Figure 1. Power grid.
Scale bar: 20 um. Pins as bars on the die edge. Tap cells in grey.
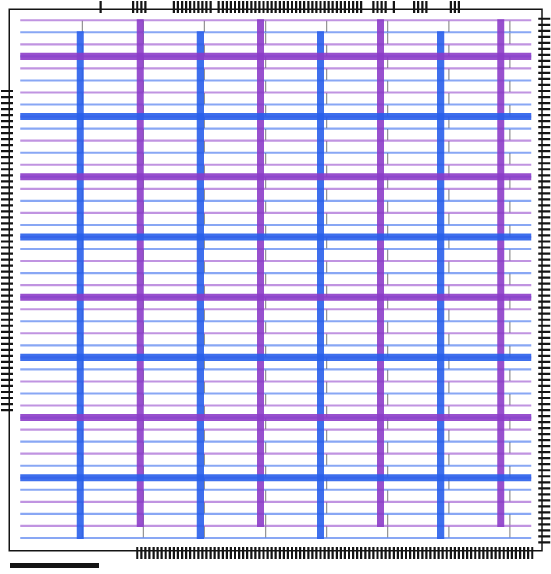
Figure 2. Cell classes on the final placement.
Scale bar: 20 um.
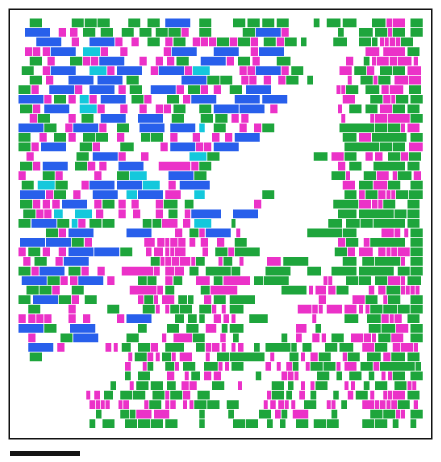
Figure 3. Clock wires, drivers and flops.
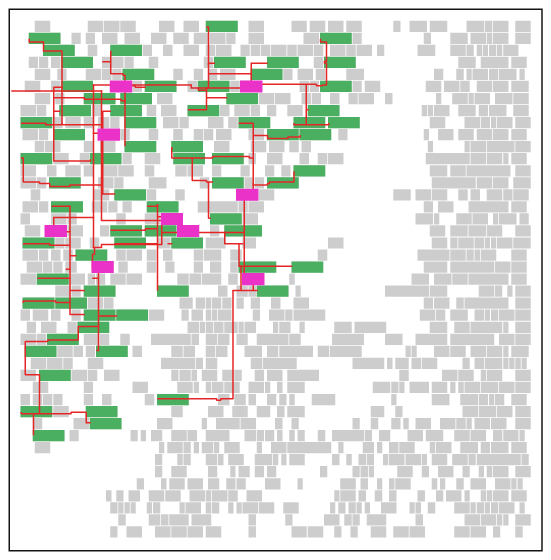
Figure 4. Metal layers overlaid.
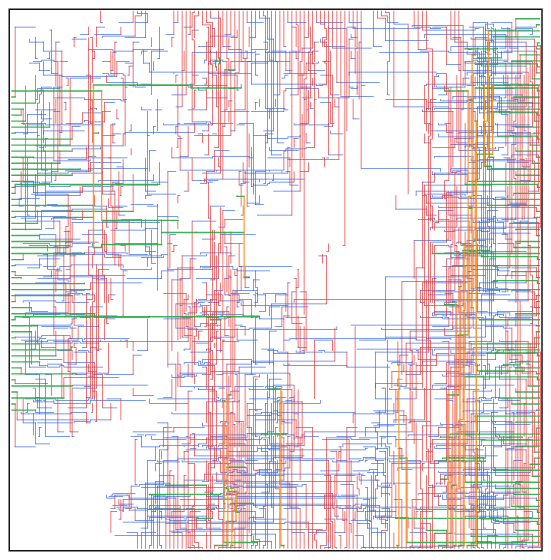
## src/rtl/dmem_arb_pkg.sv

```systemverilog
// Shared types and constants for the data-memory arbiter.
//   arb_state_e    : arbiter FSM states (ARB = round-robin, LOCKn = port n owns the grant)
//   DMEM_DEPTH     : number of memory words; word addresses >= this are out of range
//   DMEM_MAX_BURST : default longest locked burst
//   PORT_CORE/PORT_DMA : port indices (0 = core load/store, 1 = DMA/debug)
package dmem_arb_pkg;

  typedef enum logic [1:0] {
    ARB   = 2'd0,
    LOCK0 = 2'd1,
    LOCK1 = 2'd2
  } arb_state_e;

  localparam int DMEM_DEPTH     = 256;
  localparam int DMEM_MAX_BURST = 4;
  localparam int PORT_CORE      = 0;
  localparam int PORT_DMA       = 1;

endpackage

```

## src/rtl/dmem_rr_picker.sv

```systemverilog
// Two-way combinational grant picker.
//   valid  in  [1:0]  request present per port (already qualified by reset)
//   rr_ptr in  1      port that was granted last; it loses a tie
//   mask   in  [1:0]  ports allowed to win this cycle (lock owner only while locked)
//   grant  out [1:0]  one-hot or zero; never both bits set
module dmem_rr_picker
  import dmem_arb_pkg::*;
(
  input  logic [1:0] valid,
  input  logic       rr_ptr,
  input  logic [1:0] mask,
  output logic [1:0] grant
);

  logic [1:0] cand;

  always_comb begin
    cand  = valid & mask;
    grant = cand;
    // Tie: the port that was not served last wins.
    if (cand == 2'b11) begin
      grant            = 2'b00;
      grant[PORT_CORE] = rr_ptr;
      grant[PORT_DMA]  = ~rr_ptr;
    end
  end

endmodule

```

## src/rtl/dmem_arbiter.sv

```systemverilog
// Two-port arbiter/sequencer in front of a single-port data memory.
// Port 0 is the core load/store unit, port 1 the DMA/debug master. One access per cycle,
// round-robin between the ports, reads answered exactly one cycle after acceptance.
//
// Handshake: a request is accepted in any cycle where o_ReqN_Ready and i_ReqN_Valid are
// both high. Ready is a combinational function of Valid (and arbiter state); a master must
// raise Valid without waiting for Ready.
//
// Ports:
//   i_Clk, i_Reset          clock; synchronous active-low reset
//   i_ReqN_Valid/Write/Addr/wData   request N (N = 0, 1)
//   i_ReqN_Lock             keep the grant for following beats (DMEM_ARB_LOCK_EN builds only)
//   o_ReqN_Ready            request N accepted this cycle
//   o_RspN_Valid/rData/Err  one-cycle response for reads and for out-of-range accesses
//   o_Mem_wEnable/Addr/wData  memory drive; i_Mem_rData memory combinational read data
//   o_Dbg_State             current arbiter FSM state (arb_state_e encoding)
//
// Build option: define DMEM_ARB_LOCK_EN to add the lock ports and locked-burst FSM states.
module dmem_arbiter
  import dmem_arb_pkg::*;
#(
  parameter int ADDR_W    = 32,
  parameter int DATA_W    = 32,
  parameter int DEPTH     = DMEM_DEPTH,
  parameter int MAX_BURST = DMEM_MAX_BURST
) (
  input  logic              i_Clk,
  input  logic              i_Reset,
  input  logic              i_Req0_Valid,
  input  logic              i_Req0_Write,
  input  logic [ADDR_W-1:0] i_Req0_Addr,
  input  logic [DATA_W-1:0] i_Req0_wData,
  input  logic              i_Req1_Valid,
  input  logic              i_Req1_Write,
  input  logic [ADDR_W-1:0] i_Req1_Addr,
  input  logic [DATA_W-1:0] i_Req1_wData,
`ifdef DMEM_ARB_LOCK_EN
  input  logic              i_Req0_Lock,
  input  logic              i_Req1_Lock,
`endif
  output logic              o_Req0_Ready,
  output logic              o_Req1_Ready,
  output logic              o_Rsp0_Valid,
  output logic [DATA_W-1:0] o_Rsp0_rData,
  output logic              o_Rsp0_Err,
  output logic              o_Rsp1_Valid,
  output logic [DATA_W-1:0] o_Rsp1_rData,
  output logic              o_Rsp1_Err,
  output logic              o_Mem_wEnable,
  output logic [ADDR_W-1:0] o_Mem_Addr,
  output logic [DATA_W-1:0] o_Mem_wData,
  input  logic [DATA_W-1:0] i_Mem_rData,
  output logic [1:0]        o_Dbg_State
);

  localparam int CNT_W = $clog2(MAX_BURST + 1);

  logic [1:0]        valid;
  logic [1:0]        write;
  logic [1:0]        lock;
  logic [1:0]        oor;
  logic [1:0]        mask;
  logic [1:0]        grant;
  logic [ADDR_W-1:0] addr  [2];
  logic [DATA_W-1:0] wdata [2];

  logic              any_acc;
  logic              acc_port;
  logic              owner;

  arb_state_e        state_q, state_d;
  logic              rr_q, rr_d;
  logic [CNT_W-1:0]  cnt_q, cnt_d;

  logic [1:0]        rsp_valid_q;
  logic [1:0]        rsp_err_q;
  logic [DATA_W-1:0] rsp_data_q [2];

  // Holding reset low masks every request, so nothing is granted and no write escapes.
  assign valid    = {i_Req1_Valid, i_Req0_Valid} & {2{i_Reset}};
  assign write    = {i_Req1_Write, i_Req0_Write};
  assign addr[0]  = i_Req0_Addr;
  assign addr[1]  = i_Req1_Addr;
  assign wdata[0] = i_Req0_wData;
  assign wdata[1] = i_Req1_wData;

`ifdef DMEM_ARB_LOCK_EN
  assign lock = {i_Req1_Lock, i_Req0_Lock};
`else
  assign lock = 2'b00;
`endif

  // Range check on the full address width, so high garbage bits never alias into the array.
  assign oor[0] = {1'b0, addr[0]} >= (ADDR_W + 1)'(DEPTH);
  assign oor[1] = {1'b0, addr[1]} >= (ADDR_W + 1)'(DEPTH);

  always_comb begin
    case (state_q)
      LOCK0:   mask = 2'b01;
      LOCK1:   mask = 2'b10;
      default: mask = 2'b11;
    endcase
  end

  dmem_rr_picker u_picker (
    .valid  (valid),
    .rr_ptr (rr_q),
    .mask   (mask),
    .grant  (grant)
  );

  assign any_acc  = |grant;
  assign acc_port = grant[1];
  assign owner    = (state_q == LOCK1);

  assign o_Req0_Ready  = grant[0];
  assign o_Req1_Ready  = grant[1];
  assign o_Mem_wEnable = any_acc & write[acc_port] & ~oor[acc_port];
  assign o_Mem_Addr    = any_acc ? addr[acc_port]  : '0;
  assign o_Mem_wData   = any_acc ? wdata[acc_port] : '0;

  // Arbiter FSM: state register.
  always_ff @(posedge i_Clk) begin
    if (!i_Reset) begin
      state_q <= ARB;
      rr_q    <= 1'b1;
      cnt_q   <= '0;
    end else begin
      state_q <= state_d;
      rr_q    <= rr_d;
      cnt_q   <= cnt_d;
    end
  end

  // Arbiter FSM: next state. cnt counts beats accepted within the current lock.
  always_comb begin
    state_d = state_q;
    rr_d    = rr_q;
    cnt_d   = cnt_q;
    case (state_q)
      ARB: begin
        if (any_acc) begin
          rr_d = acc_port;
          if (lock[acc_port] && (MAX_BURST > 1)) begin
            state_d = acc_port ? LOCK1 : LOCK0;
            cnt_d   = CNT_W'(1);
          end
        end
      end
      LOCK0, LOCK1: begin
        if (!valid[owner]) begin
          // Owner went idle: release, and let the other port win the next tie.
          state_d = ARB;
          rr_d    = owner;
          cnt_d   = '0;
        end else if (any_acc) begin
          rr_d  = owner;
          cnt_d = cnt_q + 1'b1;
          if (!lock[owner] || (cnt_d == CNT_W'(MAX_BURST))) begin
            state_d = ARB;
            cnt_d   = '0;
          end
        end
      end
      default: begin
        state_d = ARB;
        cnt_d   = '0;
      end
    endcase
  end

  assign o_Dbg_State = state_q;

  // Response registers: reads and out-of-range accesses answer one cycle after acceptance.
  always_ff @(posedge i_Clk) begin
    if (!i_Reset) begin
      rsp_valid_q   <= '0;
      rsp_err_q     <= '0;
      rsp_data_q[0] <= '0;
      rsp_data_q[1] <= '0;
    end else begin
      for (int p = 0; p < 2; p++) begin
        rsp_valid_q[p] <= grant[p] & (~write[p] | oor[p]);
        rsp_err_q[p]   <= grant[p] & oor[p];
        rsp_data_q[p]  <= (grant[p] & ~write[p] & ~oor[p]) ? i_Mem_rData : '0;
      end
    end
  end

  // Reset asserted the cycle after an accept must still kill the pending response,
  // so the registered outputs are qualified by reset as well.
  assign o_Rsp0_Valid = rsp_valid_q[0] & i_Reset;
  assign o_Rsp0_Err   = rsp_err_q[0] & i_Reset;
  assign o_Rsp0_rData = rsp_data_q[0] & {DATA_W{i_Reset}};
  assign o_Rsp1_Valid = rsp_valid_q[1] & i_Reset;
  assign o_Rsp1_Err   = rsp_err_q[1] & i_Reset;
  assign o_Rsp1_rData = rsp_data_q[1] & {DATA_W{i_Reset}};

endmodule

```

## config.mk

```make
export PLATFORM = sky130hd
export DESIGN_NAME = dmem_arbiter
export DESIGN_NICKNAME = d
export VERILOG_FILES = /design/src/rtl/dmem_arb_pkg.sv /design/src/rtl/dmem_rr_picker.sv /design/src/rtl/dmem_arbiter.sv
export SDC_FILE = /design/constraint.sdc
export NUM_CORES = 1
export LEC_CHECK = 0
export CORE_AREA = 2 2 118 120
export CTS_BUF_LIST = sky130_fd_sc_hd__clkbuf_8
export DETAILED_ROUTE_END_ITERATION = 8
export DIE_AREA = 0 0 120 122
export PLACE_DENSITY = 0.67
export RECOVER_POWER = 25
export SLEW_MARGIN = 20
export SYNTH_ARGS = -nofsm -noshare
export SYNTH_HDL_FRONTEND = slang
export SYNTH_SLANG_ARGS = --single-unit
export TNS_END_PERCENT = 30
```

## constraint.sdc

```tcl
create_clock -name i_Clk -period 2.5 [get_ports i_Clk]
set_clock_uncertainty 0.2 [all_clocks]
set_input_delay 0.375 -clock i_Clk [delete_from_list [all_inputs] [get_ports i_Clk]]
set_output_delay 0.375 -clock i_Clk [all_outputs]
set_load 0.01 [all_outputs]
```

==> summary.txt <==
Number of H-tree levels = 3
TritonCTS clock tree = done
Ant diodes = 0
Initial Util = 26.7%
Hold-fix buffers, CTS = 0
Final Wtd Congestion = 0.955
Synth area leader = dfxtp_1
Fin crit period = 2.65 ns
Most numerous logic cells after layout = clkdlybuf4s50_1, and2_1, nand2_1, dfxtp_1, buf_2
Pwr Density = 348 mW/mm^2
Area leader share = 39.4%
Hold Path Sink = o_Dbg_State[1]
# setup viols final = 66
Failing checks = negative setup slack
Final setup TNS = -4.98 ns
Worst-case clock buffer depth = 2
Max-slew violation count = 0
Post-synth regs = 71
Nets = 1,007
Clock-pin slew on the worst setup and hold paths = 0.07 ns
YS warnings = 0
Pin slew with the least headroom to its limit = 0.535 ns
Syn nets = 664
Netlist area before placement = 0.00360 mm^2
Critical Path AT = 2.07 ns
Total power = 2790 uW
Max cap viols = 0
DRC viols = 0
DP HPWL = 12.7 mm
Setup ws final = -0.147 ns
Initial DRC Count = 230
Status = finished with violations
R2r startpoint = o_Dbg_State[0]
# port buffers = 302
CTS Buf Count = 9
Worst Path Buf+Inv = 5
Pin count of the biggest net entering global routing = 72
Crit share post-route = 106%
Static Leak = 0.00344 uW
Back to the opening pictures, Figure 1:
[purple] VDD
[blue] VSS
signal pins: 303
met5 straps: 8
tap cells: 180
met1 rails: 44
rows: 43
core area: 0.0135 mm^2
Die Y: 122 um
Max IR drop VDD: 0.000542 V
chip width: 120 um

Back to the opening pictures, Figure 2:
[magenta] all other logic | cells: 389
[blue] flops | cells: 71
[cyan] clock drivers and dummy loads | cells: 16
[green] other buffers and delay cells | cells: 366

Back to the opening pictures, Figure 3:
[green] flip-flops | count: 71
[red] clock wires | length: 868 um
[magenta] cells driving clock nets | count: 9
routed clock nets: 10
Latency at later pin: 0.33 ns
clock network fraction of total power: 30.0%
P_clk: 834 uW

Back to the opening pictures, Figure 4:
[red] met2 | wire length: 9,320 um
[orange] met4 | wire length: 754 um
[blue] met1 | wire length: 6,910 um
[green] met3 | wire length: 1,490 um
vias: 4,765
Total Routing Usage GR: 23.0%

[metrics by stage]
stage / cell area [um^2] / util [%]
after floorplan: 3600 / -
after global placement: 7110 / 52.6
after detailed placement: 7110 / 52.6
after CTS: 7710 / 57.1
after global routing: 8000 / 59.2
final: 8000 / 59.2
[area by class of cell]
cell class                 count  area (um^2)
timing repair buffer         366         3720
tap                          180          225
fill                        1158         5510
clock inverter                 6         42.5
sequential                    71         1430
multi-input combinational    381         2390
timing repair inverter         1         11.3
clock buffer                  10          138
inverter                       7         38.8
[cells in the mapped netlist (all sizes together), types with 4 or more instances]
cell	n
and2	132
nand2	132
dfxtp	71
nand3	43
o21ai	26
clkbuf	23
nor4	15
buf	12
inv	7
a21oi	5
nor2	5
ha	4
nand2b	4
[tightest hold or removal path: cells and delay by family]
kind | cells | cell delay [ns]
buffers and inverters | 4 | 0.42
AND-OR/OR-AND | 1 | 0.03
[sequential cells by signal, indices dropped and copies added, names as in the netlist]
name	flops
rsp_data_q	64
rsp_err_q	2
o_Dbg_State	2
rr_q	1
rsp_valid_q	2
[routing by layer]
| metal | track usage [%] | vias up | wire [um] | part of all wire, % |
|---|---|---|---|---|
| li1 | - | 2268 | - | - |
| met1 | 25.1 | 2215 | 6910 | 37 |
| met2 | 42.0 | 231 | 9320 | 50 |
| met3 | 6.98 | 51 | 1490 | 8.1 |
| met4 | 8.46 | 0 | 754 | 4.1 |
| met5 | 0 | - | 0 | 0 |
[timing repair]
action	in CTS	in global routing
gates resized	405	63
gates cloned	11	2
setup endpoints to repair	99	136
pin swaps	33	17
setup buffers	8	0
[logic make-up (layout without fill, tap and decap cells)]
logic type                 count (synthesis)  after routing  share of synthesized area [%]
buffers and inverters                     42            390                           4.75
and+or+nand+nor                          340            340                           48.8
DFF                                       71             71                           39.4
adders and majority gates                  4              4                           1.39
AOI/OAI and AO/OA                         37             37                           5.59
[how the worst max path moves through the flow]
stage                          from  cells past startpoint  slack, ns              end
global placement    i_Req1_Addr[13]                      6      -0.72    o_Mem_wEnable
global route         o_Dbg_State[0]                     10      -0.24  o_Mem_wData[11]
finish               o_Dbg_State[0]                     10      -0.15  o_Mem_wData[25]
CTS                  o_Dbg_State[1]                     10      -0.13  o_Mem_wData[26]
detailed placement  i_Req1_Addr[13]                      6      -0.66    o_Mem_wEnable
floorplan            o_Dbg_State[0]                      7       0.07   o_Mem_Addr[11]
[where the power goes]
part	internal (uW)	switching [uW]	total, uW
sequential	1130	1.18	1130
clock	390	444	834
combinational	480	338	818
Power figures rest on the tool's default switching activity, not on a simulated workload.
